**src/rtl/sw_press_classifier.sv**
```systemverilog
// Classifies a filtered active-high switch level into short-press, long-press and
// auto-repeat single-cycle pulses, using an internal free-running hold-time tick.
module sw_press_classifier #(
    parameter int TICK_DIV     = 500000,
    parameter int LONG_TICKS   = 100,
    parameter int REPEAT_TICKS = 20
) (
    input  logic CLK,
    input  logic RST,
    input  logic SW_FILT,
    output logic SHORT_P,
    output logic LONG_P,
    output logic REPEAT_P,
    output logic HELD
);

    localparam int TW = $clog2(TICK_DIV);
    localparam int HW = $clog2(LONG_TICKS + 1);
    localparam int RW = $clog2(REPEAT_TICKS + 1);

    localparam logic [TW-1:0] TICK_LAST = TW'(TICK_DIV - 1);
    localparam logic [HW-1:0] HOLD_LAST = HW'(LONG_TICKS - 1);
    localparam logic [RW-1:0] REP_LAST  = RW'(REPEAT_TICKS - 1);

    typedef enum logic [1:0] {
        ST_RELEASE = 2'd0,
        ST_IDLE    = 2'd1,
        ST_PRESSED = 2'd2,
        ST_REPEAT  = 2'd3
    } state_t;

    state_t          state_r;
    logic [TW-1:0]   tick_cnt_r;
    logic [HW-1:0]   hold_cnt_r;
    logic [RW-1:0]   rep_cnt_r;
    logic            tick_s;

    // Tick strobe decoded from the prescaler's terminal count.
    always_comb begin
        tick_s = (tick_cnt_r == TICK_LAST);
    end

    // Free-running prescaler; only reset restarts its phase.
    always_ff @(posedge CLK) begin
        if (RST) begin
            tick_cnt_r <= {TW{1'b0}};
        end else if (tick_s) begin
            tick_cnt_r <= {TW{1'b0}};
        end else begin
            tick_cnt_r <= tick_cnt_r + TW'(1);
        end
    end

    // Press-classification FSM with registered pulses and HELD level.
    always_ff @(posedge CLK) begin
        if (RST) begin
            state_r    <= ST_RELEASE;
            hold_cnt_r <= {HW{1'b0}};
            rep_cnt_r  <= {RW{1'b0}};
            SHORT_P    <= 1'b0;
            LONG_P     <= 1'b0;
            REPEAT_P   <= 1'b0;
            HELD       <= 1'b0;
        end else begin
            SHORT_P  <= 1'b0;
            LONG_P   <= 1'b0;
            REPEAT_P <= 1'b0;
            case (state_r)
                ST_RELEASE: begin
                    HELD <= 1'b0;
                    if (!SW_FILT) begin
                        state_r <= ST_IDLE;
                    end else begin
                        state_r <= ST_RELEASE;
                    end
                end
                ST_IDLE: begin
                    if (SW_FILT) begin
                        state_r    <= ST_PRESSED;
                        hold_cnt_r <= {HW{1'b0}};
                        HELD       <= 1'b1;
                    end else begin
                        HELD <= 1'b0;
                    end
                end
                ST_PRESSED: begin
                    // Release takes priority over a coincident threshold tick.
                    if (!SW_FILT) begin
                        SHORT_P <= 1'b1;
                        HELD    <= 1'b0;
                        state_r <= ST_IDLE;
                    end else if (tick_s) begin
                        hold_cnt_r <= hold_cnt_r + HW'(1);
                        if (hold_cnt_r == HOLD_LAST) begin
                            LONG_P    <= 1'b1;
                            rep_cnt_r <= {RW{1'b0}};
                            state_r   <= ST_REPEAT;
                        end else begin
                            state_r <= ST_PRESSED;
                        end
                    end else begin
                        state_r <= ST_PRESSED;
                    end
                end
                ST_REPEAT: begin
                    if (!SW_FILT) begin
                        HELD    <= 1'b0;
                        state_r <= ST_IDLE;
                    end else if (tick_s) begin
                        if (rep_cnt_r == REP_LAST) begin
                            REPEAT_P  <= 1'b1;
                            rep_cnt_r <= {RW{1'b0}};
                        end else begin
                            rep_cnt_r <= rep_cnt_r + RW'(1);
                        end
                    end else begin
                        state_r <= ST_REPEAT;
                    end
                end
                default: begin
                    state_r <= ST_RELEASE;
                    HELD    <= 1'b0;
                end
            endcase
        end
    end

endmodule

```
**config.mk**
```make
export PLATFORM = sky130hd
export DESIGN_NAME = sw_press_classifier
export DESIGN_NICKNAME = d
export VERILOG_FILES = /design/src/rtl/sw_press_classifier.sv
export SDC_FILE = /design/constraint.sdc
export NUM_CORES = 1
export LEC_CHECK = 0
export ABC_AREA = 1
export CAP_MARGIN = 5
export CORE_MARGIN = 5
export CORE_UTILIZATION = 25
export DETAILED_ROUTE_END_ITERATION = 6
export HOLD_SLACK_MARGIN = 0.08
export PLACE_DENSITY_LB_ADDON = 0.1
export RECOVER_POWER = 25
export SLEW_MARGIN = 20
export SYNTH_ARGS = -nofsm -noshare
export SYNTH_HDL_FRONTEND = slang
export SYNTH_SLANG_ARGS = --single-unit
```
**constraint.sdc**
```tcl
create_clock -name CLK -period 2.5 [get_ports CLK]
set_clock_uncertainty 0.05 [all_clocks]
set_input_delay 0.25 -clock CLK [delete_from_list [all_inputs] [get_ports CLK]]
set_output_delay 0.25 -clock CLK [all_outputs]
set_load 0.05 [all_outputs]
```
### Placed standard cells, run 1

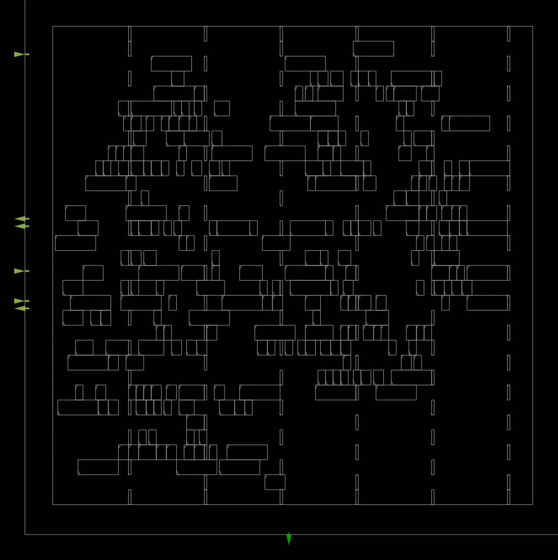
flop count: 37
tap cell count: 102
Site Rows: 32
Core Footprint: 7610 sq um
share of cell area taken by flip-flops and latches: 34.3%

### Wire density map, run 1

20 x 20 tiles, from dark blue (low) to red (high), scaled to the fullest tile. Values are wire area over tile area, all layers added.
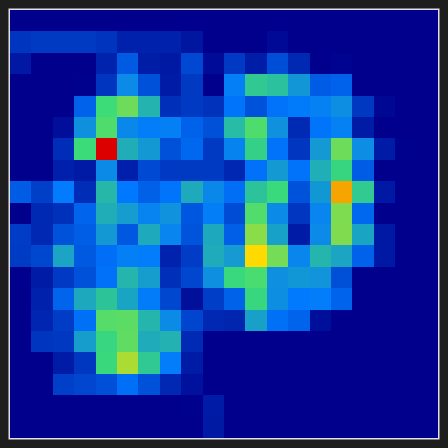
nearly empty tiles: 43%
fullest tile: 0.51
emptiest ninth of the die: south-east
tiles over half the peak: 4.5%
densest ninth of the die: centre
DRT Wirelength: 4.37 mm
vias post-DR: 1654
total track usage: 9.41%
routed length per instance: 11.6 microns

### Cell sizes after repair, run 1

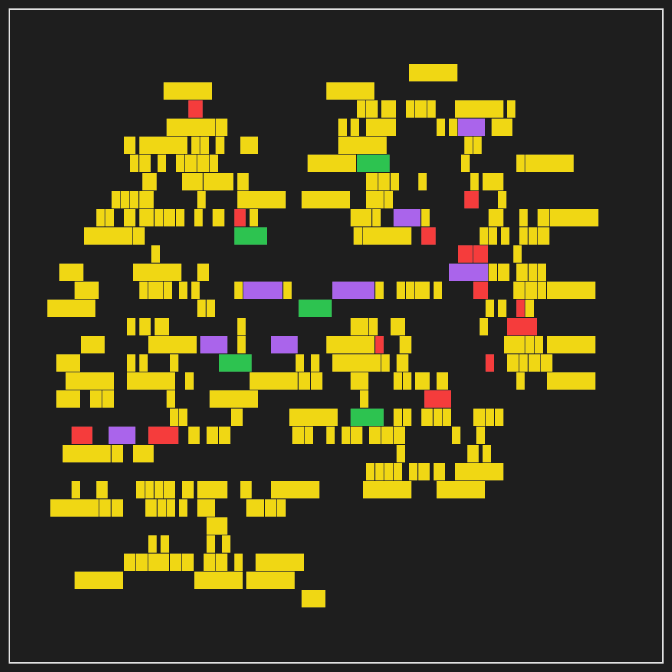
[x6 and larger] green | cells: 5
[x3 and x4] purple | cells: 8
[x2] red | cells: 14
[x1 and smaller] yellow | cells: 248
Area Growth Syn to Fin: 12.1%
worst path setup slack after routing: 430 ps
Signal buffers: 6

==> results.tsv, run 1 <==
metric	value	unit
run_status	finished clean	
register_area	741	sq um
yosys-top-cells-count	48 x sky130_fd_sc_hd__nand2_1, 37 x sky130_fd_sc_hd__dfxtp_1, 36 x sky130_fd_sc_hd__nor2_1, 32 x sky130_fd_sc_hd__inv_1, 24 x sky130_fd_sc_hd__nand3_1	
worst_ir_drop_on_vdd	0.164	mV
insertedDiodeCount	0	
worstSetupPathType	flip-flop to flip-flop	
critical_path.startpoint	tick_cnt_r[0]$_SDFF_PP0_	
leak_pwr	0.816	nW
drive_gt1_share	9.82	%
grtUsageMet2	14.1	%
first_iter_violations	51	
largest_register_ff_count	19	
clock_sinks	37	
largest_contributor_to_cell_area_by_class	multi-input combinational cells	
cts.hold.buffers_added	0	
asr_flop_ratio_synth	0	%
synthesis.nets	272	
comb.multi_input.count	191	
cts.repair_timing.setup_buffer_count	0	
endpoint	tick_cnt_r[15]$_SDFF_PP0_	
cp_max_fo	14	
startpoint_type	flip-flop	
cts_htree_levels	2	
timing.critical_path.to_type	flip-flop	
total_power	1.04	mW
timing.reg2reg.worst_path_depth	10	
ctsResizeCount	0	
top_regs	tick_cnt_r x19, hold_cnt_r x7, rep_cnt_r x5	
slew_hr	65.9	%
remaining_drc_errors	0	
die.size.x	97.8	microns
yosys.area_share.adder	1.95	%
routed_via_density	4.39	
clock_latency	290	ps
grt_pass1_wl	7.38	mm
whs_path_depth	1	
clock_power_share	37.5	%
post-synth-top-area-fraction	38.4	%
layout.cells.non_filler	377	
count_of_yosys_warnings_during_synthesis	0	
largest_area_cell	sky130_fd_sc_hd__dfxtp_1	
mostFrequentLayoutCell	sky130_fd_sc_hd__nand2_1	
ys_sh_mux	0	%
layout_top_cells	48 x sky130_fd_sc_hd__nand2_1, 37 x sky130_fd_sc_hd__dfxtp_1, 37 x sky130_fd_sc_hd__nor2_1	
rrSetupSlack	430	ps
yosys_area	1930	sq um
worst_pin_slew	510	ps
final.min_clock_period	2070	ps
grt_max_degree	15	
regMostFlops	tick_cnt_r	
worst-endpoint-arrival	2200	ps
switching_share	23.7	%
chip_area	9570	sq um
finalCritPeriodShare	82.8	%
maxSlewViolCount	0	
antenna_left	0	
fin_setup_tns	0	ps
synth_top_flop_cell	sky130_fd_sc_hd__dfxtp_1	
synth.area.top_cells	sky130_fd_sc_hd__dfxtp_1 38%, sky130_fd_sc_hd__nand2_1 9.3%, sky130_fd_sc_hd__nor2_1 7.0%, sky130_fd_sc_hd__nand3_1 6.2%, sky130_fd_sc_hd__inv_1 6.2%	
pg_seq	0.605	mW
synth.avg_cell_area	7.25	sq um
grt_antenna_before_repair	0	
timing.hold.worst_endpoint	tick_cnt_r[0]$_SDFF_PP0_	
hpwlAfterDp	3.23	mm
met3RoutedLength	140	microns
synthCells	266	
met1_routed_length	2.20	mm
yosys.cell_types.count	32	
synth-cells-yosys	266	
syn_area	1930	sq um
place_congestion	0.779	
combinational_share_of_power	4.5	%
clockBufferCount	5	
power_leader	sequential cells	
hold_viol_final	0	
log_warnings	26	
maxClockFrequency	483	MHz
final_nets	282	
unrepaired_setup_endpoints_after_global_routing	false	
pwr.group.combinational	0.0466	mW
seqPwrFrac	58.0	%
cts-root-to-sink-buffers	2	
gr-max-usage-layer	met2	
tritoncts	built	
intPower	0.795	mW
dp_cells	371	
[run 1: worst max-delay path: stages, from the launching register on]
cell and delay [ps]:
sky130_fd_sc_hd__dfxtp_1 370, sky130_fd_sc_hd__ha_1 270, sky130_fd_sc_hd__nand2_2 110, sky130_fd_sc_hd__nor2_4 180
sky130_fd_sc_hd__nand3_4 110, sky130_fd_sc_hd__nor2_1 360, sky130_fd_sc_hd__nor2_4 100, sky130_fd_sc_hd__inv_2 220
sky130_fd_sc_hd__a21oi_1 60, sky130_fd_sc_hd__o21ai_0 80, sky130_fd_sc_hd__inv_1 50
[run 1: cells by family (layout without fill, tap and decap cells)]
family,Yosys count,after routing
compound gates,34,34
xor+xnor,8,8
fa+ha+maj,3,3
buf+inv,38,47
flops,37,37
simple gates,146,146
### Clock wires, drivers and flops, run 1

Scale bar: 20 microns.
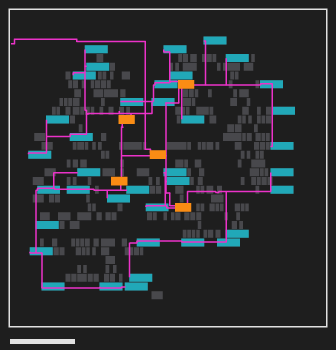

==> run 2, diff against run 1 <==
clock period = 1.8 ns   (was 2.5 ns; I/O delays follow)
### Clock wires, drivers and flops, run 2

Scale bar: 20 microns.
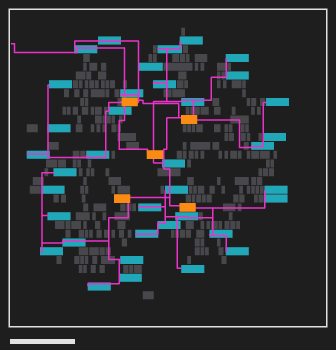
[clock-net drivers] orange | count: 5
[flip-flops] cyan | count: 37
[clock wires] magenta | length: 629 microns
routed clock nets: 6
power attributed to the clock group: 0.598 mW
Clk pwr share: 39.4%
insertion delay to the later sink of the worst-skew pair: 280 ps

==> results.tsv, run 2 <==
metric	value	unit	change
run_status	finished clean		
synth_top_flop_cell	sky130_fd_sc_hd__dfxtp_1		
timing.critical_path.to_type	flip-flop		
dp_cells	377		+1.6%
ctsResizeCount	0		unchanged
fp.coreArea	7610	sq um	unchanged
log_warnings	26		unchanged
clock_sinks	37		unchanged
combinational_share_of_power	5.1	%	+0.6 points
largest_area_cell	sky130_fd_sc_hd__dfxtp_1		
remaining_drc_errors	0		unchanged
hpwlAfterDp	3.19	mm	-1.3%
yosys.area_share.adder	1.95	%	unchanged
worst-endpoint-arrival	1830	ps	-370 ps
place_congestion	0.777		-0.28%
pg_seq	0.842	mW	+39%
synth.avg_cell_area	7.25	sq um	unchanged
finalCritPeriodShare	95.0	%	+12 points
fin_setup_tns	0	ps	unchanged
cts-root-to-sink-buffers	2		unchanged
maxClockFrequency	585	MHz	+21%
drive_gt1_share	13.4	%	+3.6 points
synth_simple_gate_area_share	38.6	%	
switching_share	23.2	%	-0.50 points
top_regs	tick_cnt_r x19, hold_cnt_r x7, rep_cnt_r x5		
worst-path-buf-inv	0		-2
asr_flop_ratio_synth	0	%	unchanged
gr-max-usage-layer	met2		
worstPathCellList	ha_4 -> nand2_2 -> nor2_4 -> nand3_4 -> nor3_4 -> nand2_1 -> o21ai_1 -> a21oi_1		
mostFrequentLayoutCell	sky130_fd_sc_hd__nand2_1		
synthesis.nets	272		unchanged
power_leader	sequential cells		
insertedDiodeCount	0		unchanged
worst_ir_drop_on_vdd	0.221	mV	+35%
hold_viol_final	0		unchanged
yosys-top-cells-count	48 x sky130_fd_sc_hd__nand2_1, 37 x sky130_fd_sc_hd__dfxtp_1, 36 x sky130_fd_sc_hd__nor2_1, 32 x sky130_fd_sc_hd__inv_1, 24 x sky130_fd_sc_hd__nand3_1		
vias	1670		+0.97%
final_nets	290		+2.8%
timing.reg2reg.worst_path_depth	8		-2
rrSetupSlack	90	ps	-340 ps
largest_register_ff_count	19		unchanged
die.size.x	97.8	microns	unchanged
grtUsageMet2	14.7	%	+0.52 points
area.growth.synth_to_final	17.5	%	
endpoint	rep_cnt_r[1]$_SDFFE_PP0P_		
regMostFlops	tick_cnt_r		
critical_path.startpoint	tick_cnt_r[0]$_SDFF_PP0_		
startpoint_type	flip-flop		
routedWlPerCell	11.1	microns	-4.5%
first_iter_violations	65		+27%
syn_area	1930	sq um	unchanged
grt_pass1_wl	7.20	mm	-2.5%
layout_top_cells	48 x sky130_fd_sc_hd__nand2_1, 35 x sky130_fd_sc_hd__dfxtp_1, 35 x sky130_fd_sc_hd__nor2_1		
worst_pin_slew	506	ps	-4.31 ps
seqPwrFrac	55.5	%	-2.5 points
worst-path-stages	8		-2
grt_antenna_before_repair	0		unchanged
intPower	1.16	mW	+46%
timing.hold.worst_endpoint	tick_cnt_r[0]$_SDFF_PP0_		
synth.area.top_cells	sky130_fd_sc_hd__dfxtp_1 38%, sky130_fd_sc_hd__nand2_1 9.3%, sky130_fd_sc_hd__nor2_1 7.0%, sky130_fd_sc_hd__nand3_1 6.2%, sky130_fd_sc_hd__inv_1 6.2%		
cts.repair_timing.setup_buffer_count	0		unchanged
cp_max_fo	7		-7
critical_path.top_delay_family	simple AND/OR/NAND/NOR gates		
worst_path_largest_cell_delay	380	ps	about the same
maxSlewViolCount	0		unchanged
cts_htree_levels	2		unchanged
total_power	1.52	mW	+45%
site_rows	32		unchanged
synthCells	266		unchanged
worstSetupPathType	flip-flop to flip-flop		
synth-cells-yosys	266		unchanged
layout_setup_ws	89.3	ps	-341 ps
pwr.group.combinational	0.0773	mW	+66%
leak_pwr	0.851	nW	+4.3%
post-synth-top-area-fraction	38.4	%	unchanged
tritoncts	built		
whs_path_depth	1		unchanged
ys_sh_mux	0	%	unchanged
grt.total_usage	9.18	%	-0.23 points
yosys.cell_types.count	32		unchanged
## run 2: layer usage
| metal | up-vias | wire length, microns |
|---|---|---|
| met5 | - | 0 |
| met4 | 0 | 37 |
| met3 | 4 | 106 |
| met2 | 14 | 1970 |
| met1 | 742 | 2150 |
| li1 | 910 | - |
## run 2: final cells by class
class	instances	share of cell area, %
well taps	102	5.64
clock buffers	7	3.81
flip-flops and latches	37	32.8
repair buffers	14	5.52
multi-input cells	191	46.4
inverters	35	5.80
## run 2: logic make-up (layout without fill, tap and decap cells)
kind of cell / count (synthesis) / count (layout)
and+or+nand+nor: 146 / 146
buffers and inverters: 38 / 56
DFF: 37 / 37
AOI/OAI and AO/OA: 34 / 34
xor gates and xnor gates: 8 / 8
adders and majority gates: 3 / 3
### Cell sizes after repair, run 2

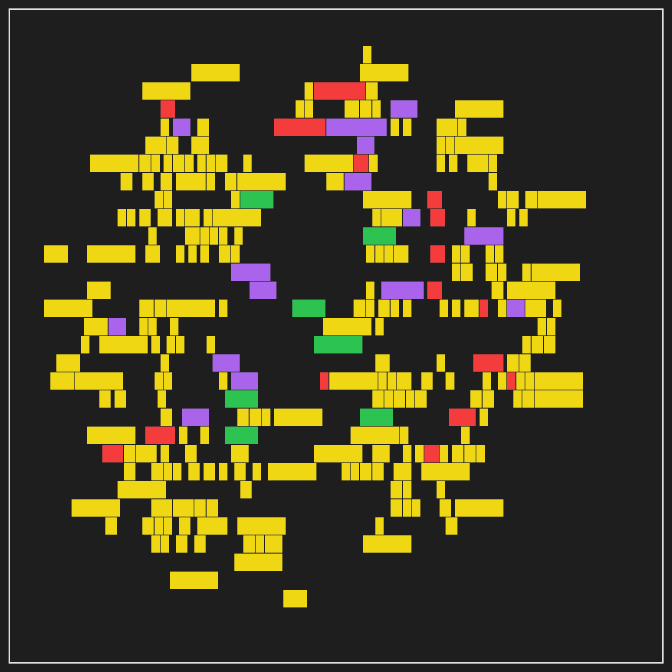

==> run 3, diff against run 2 <==
REMOVE_ABC_BUFFERS = 1   (was default)
### Cell sizes after repair, run 3

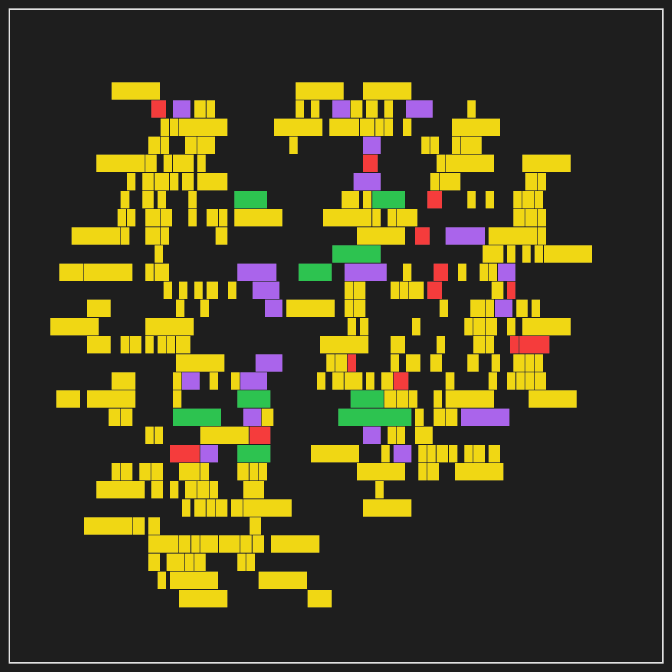
final instance area: 2330 sq um
worst path setup slack after routing: 105 ps
Signal buffers: 18
Area Growth Syn to Fin: 21.1%

==> results.tsv, run 3 <==
metric	value	unit	change
worstPathCellList	ha_1 -> nand2_2 -> nor2_4 -> nand2_2 -> nor3_4 -> buf_4 -> inv_1 -> o21ai_0 -> a21oi_1		
power.density_cell_area	721	nW/um^2	
drive_gt1_share	14.5	%	+1.2 points
most_common_cell	sky130_fd_sc_hd__nand2_1		
clock_sinks	37		unchanged
synthCells	266		unchanged
nonClockInverterCount	35		unchanged
final.min_clock_period	1700	ps	
route.met2.wl	1.87	mm	-5.5%
timing.reg2reg.worst_path_depth	9		+1
synth-cells-yosys	266		unchanged
synth_simple_gate_area_share	38.6	%	unchanged
syn_area	1930	sq um	unchanged
number_of_global_route_vias_before_repair	1552		
io_pins	7		
unrepaired_setup_endpoints_after_global_routing	true		
post_synth_tally_of_flip_flops_with_integrated_enable	0		
fin_setup_tns	0	ps	unchanged
yosys-top-cells-count	48 x sky130_fd_sc_hd__nand2_1, 37 x sky130_fd_sc_hd__dfxtp_1, 36 x sky130_fd_sc_hd__nor2_1, 32 x sky130_fd_sc_hd__inv_1, 24 x sky130_fd_sc_hd__nand3_1		
gr-max-usage-layer	met2		
crit_reg_reg_startpoint	tick_cnt_r[1]$_SDFF_PP0_		
die.size.x	97.8	microns	unchanged
routedWlPerCell	10.7	microns	-3.5%
endpoint	tick_cnt_r[10]$_SDFF_PP0_		
floorplan.die.height	97.8	microns	
first_iter_violations	50		-23%
comb.multi_input.count	191		unchanged
path_common_cell	sky130_fd_sc_hd__nand2_2		
critical_path.startpoint	tick_cnt_r[1]$_SDFF_PP0_		
maxClockFrequency	590	MHz	+0.91%
rrSetupSlack	100	ps	+20 ps
run_status	finished clean		
grt_pass1_wl	6.99	mm	-2.9%
largest_register_ff_count	19		unchanged
worst-endpoint-arrival	1820	ps	about the same
maxSlewViolCount	0		unchanged
hpwlAfterDp	3.14	mm	-1.5%
slowest_stage	sky130_fd_sc_hd__dfxtp_1		
area_share_nonclk_buffers	6.97	%	+1.4 points
synth_top_flop_cell	sky130_fd_sc_hd__dfxtp_1		
regMostFlops	tick_cnt_r		
worstSetupPathType	flip-flop to flip-flop		
dp_slack	82.5	ps	
total_placed_instance_area	2170	sq um	
worst_pin_slew	500	ps	-6.04 ps
critical_path.reg2reg.endpoint	tick_cnt_r[10]$_SDFF_PP0_		
site_rows	32		unchanged
max_cap_viol_count	0		
mostFrequentLayoutCell	sky130_fd_sc_hd__nand2_1		
worst_ir_drop_on_vdd	0.253	mV	+14%
dp_cells	379		+0.53%
yosys.area_share.xor_xnor	3.63	%	
largest_area_cell	sky130_fd_sc_hd__dfxtp_1		
ys_sh_mux	0	%	unchanged
synth-seq-cells	37		
timing.hold.worst_endpoint	rep_cnt_r[1]$_SDFFE_PP0P_		
leak_pwr	0.909	nW	+6.7%
aoi_share	9.54	%	
vias	1675		+0.30%
grt_util_met3	3.14	%	
antenna_left	0		
worst_hold_slack	431	ps	
asr_flop_ratio_synth	0	%	unchanged
top_layer_used	met4		
hold_path_startpoint	rep_cnt_r[1]$_SDFFE_PP0P_		
worst-path-buf-inv	2		+2
layout.cells.non_filler	391		
timing.final.setup_violations	0		
numCtsBuffers	5		
critical_path.top_delay_family	simple AND/OR/NAND/NOR gates		
post-synth-top-area-fraction	38.4	%	unchanged
drt_pre_antenna_iters	4		
clock_tree.root_cell	sky130_fd_sc_hd__clkbuf_8		
worst_path_largest_cell_delay	360	ps	-20 ps
fill_cell_count	858		
comb-cell-share	45.2	%	-1.2 points
grt_antenna_before_repair	0		unchanged
place_congestion	0.763		-1.9%
cts-root-to-sink-buffers	2		unchanged
synth.area.top_cells	sky130_fd_sc_hd__dfxtp_1 38%, sky130_fd_sc_hd__nand2_1 9.3%, sky130_fd_sc_hd__nor2_1 7.0%, sky130_fd_sc_hd__nand3_1 6.2%, sky130_fd_sc_hd__inv_1 6.2%		
drt-total-wl	4.18	mm	
total_global_routing_overflow	0		
sh_seq_area	31.7	%	-1.1 points
log_warnings	26		unchanged
register_area	741	sq um	
layout.core_utilization	30.7	%	
grt.total_usage	8.97	%	-0.21 points
design.seq.count	37		unchanged
remaining_drc_errors	0		unchanged
fp.coreArea	7610	sq um	unchanged
grtUsageMet2	14.5	%	-0.21 points
cp_max_fo	5		-2
timing.critical_path.to_type	flip-flop		
insertedDiodeCount	0		unchanged
tritoncts	built		
critPathRequiredTime	1930	ps	
cts_htree_levels	2		unchanged
met3RoutedLength	146	microns	+38%
clock_latency	290	ps	about the same
layout.clock.cell_area_share	4.98	%	+1.2 points
taps	102		unchanged
layout_top_cells	48 x sky130_fd_sc_hd__nand2_1, 37 x sky130_fd_sc_hd__dfxtp_1, 35 x sky130_fd_sc_hd__nor2_1		
routed_via_density	4.28		
startpoint_type	flip-flop		
count_of_yosys_warnings_during_synthesis	0		
clockBufferCount	7		unchanged
largest_contributor_to_cell_area_by_class	multi-input combinational cells		
yosys.cell_types.count	32		unchanged
whs_path_depth	2		+1
synth.avg_cell_area	7.25	sq um	unchanged
grt_use_met1	11.2	%	
register_share_after_synthesis	38.4	%	
top_regs	tick_cnt_r x19, hold_cnt_r x7, rep_cnt_r x5		
worst-path-stages	9		+1
slew_hr	66.6	%	
final_nets	294		+1.4%
finalCritPeriodShare	94.2	%	-0.85 points
multi_input_logic_area	1060	sq um	
total_power	1.68	mW	+11%
hold_viol_final	0		unchanged
yosys.area_share.adder	1.95	%	unchanged
chip_area	9570	sq um	
initial_core_util	25.3	%	
worst_setup_hold_path_clk_slew	80	ps	
met1_routed_length	2.11	mm	-2.1%
## run 3: what timing repair did
action / 4_1_cts / 5_1_grt
buffers inserted: 0 / 4
hold buffers: 0 / 0
endpoints found under the setup margin: 0 / 9
resized: 0 / 4
## run 3: power breakdown
group	switching, mW	leakage [nW]	internal [mW]	total [mW]
sequential	0.00995	0.299	0.829	0.839
combinational	0.0480	0.551	0.0328	0.0807
clock	0.311	0.0585	0.452	0.763
## run 3: kinds of logic (layout without fill, tap and decap cells)
family | after synthesis | after routing
AND-OR/OR-AND | 34 | 34
adder cells (fa/ha/maj) | 3 | 3
XOR/XNOR | 8 | 8
AND/OR/NAND/NOR | 146 | 146
flip-flops | 37 | 37
buffers and inverters | 38 | 61
Power and IR drop assume default switching activity.
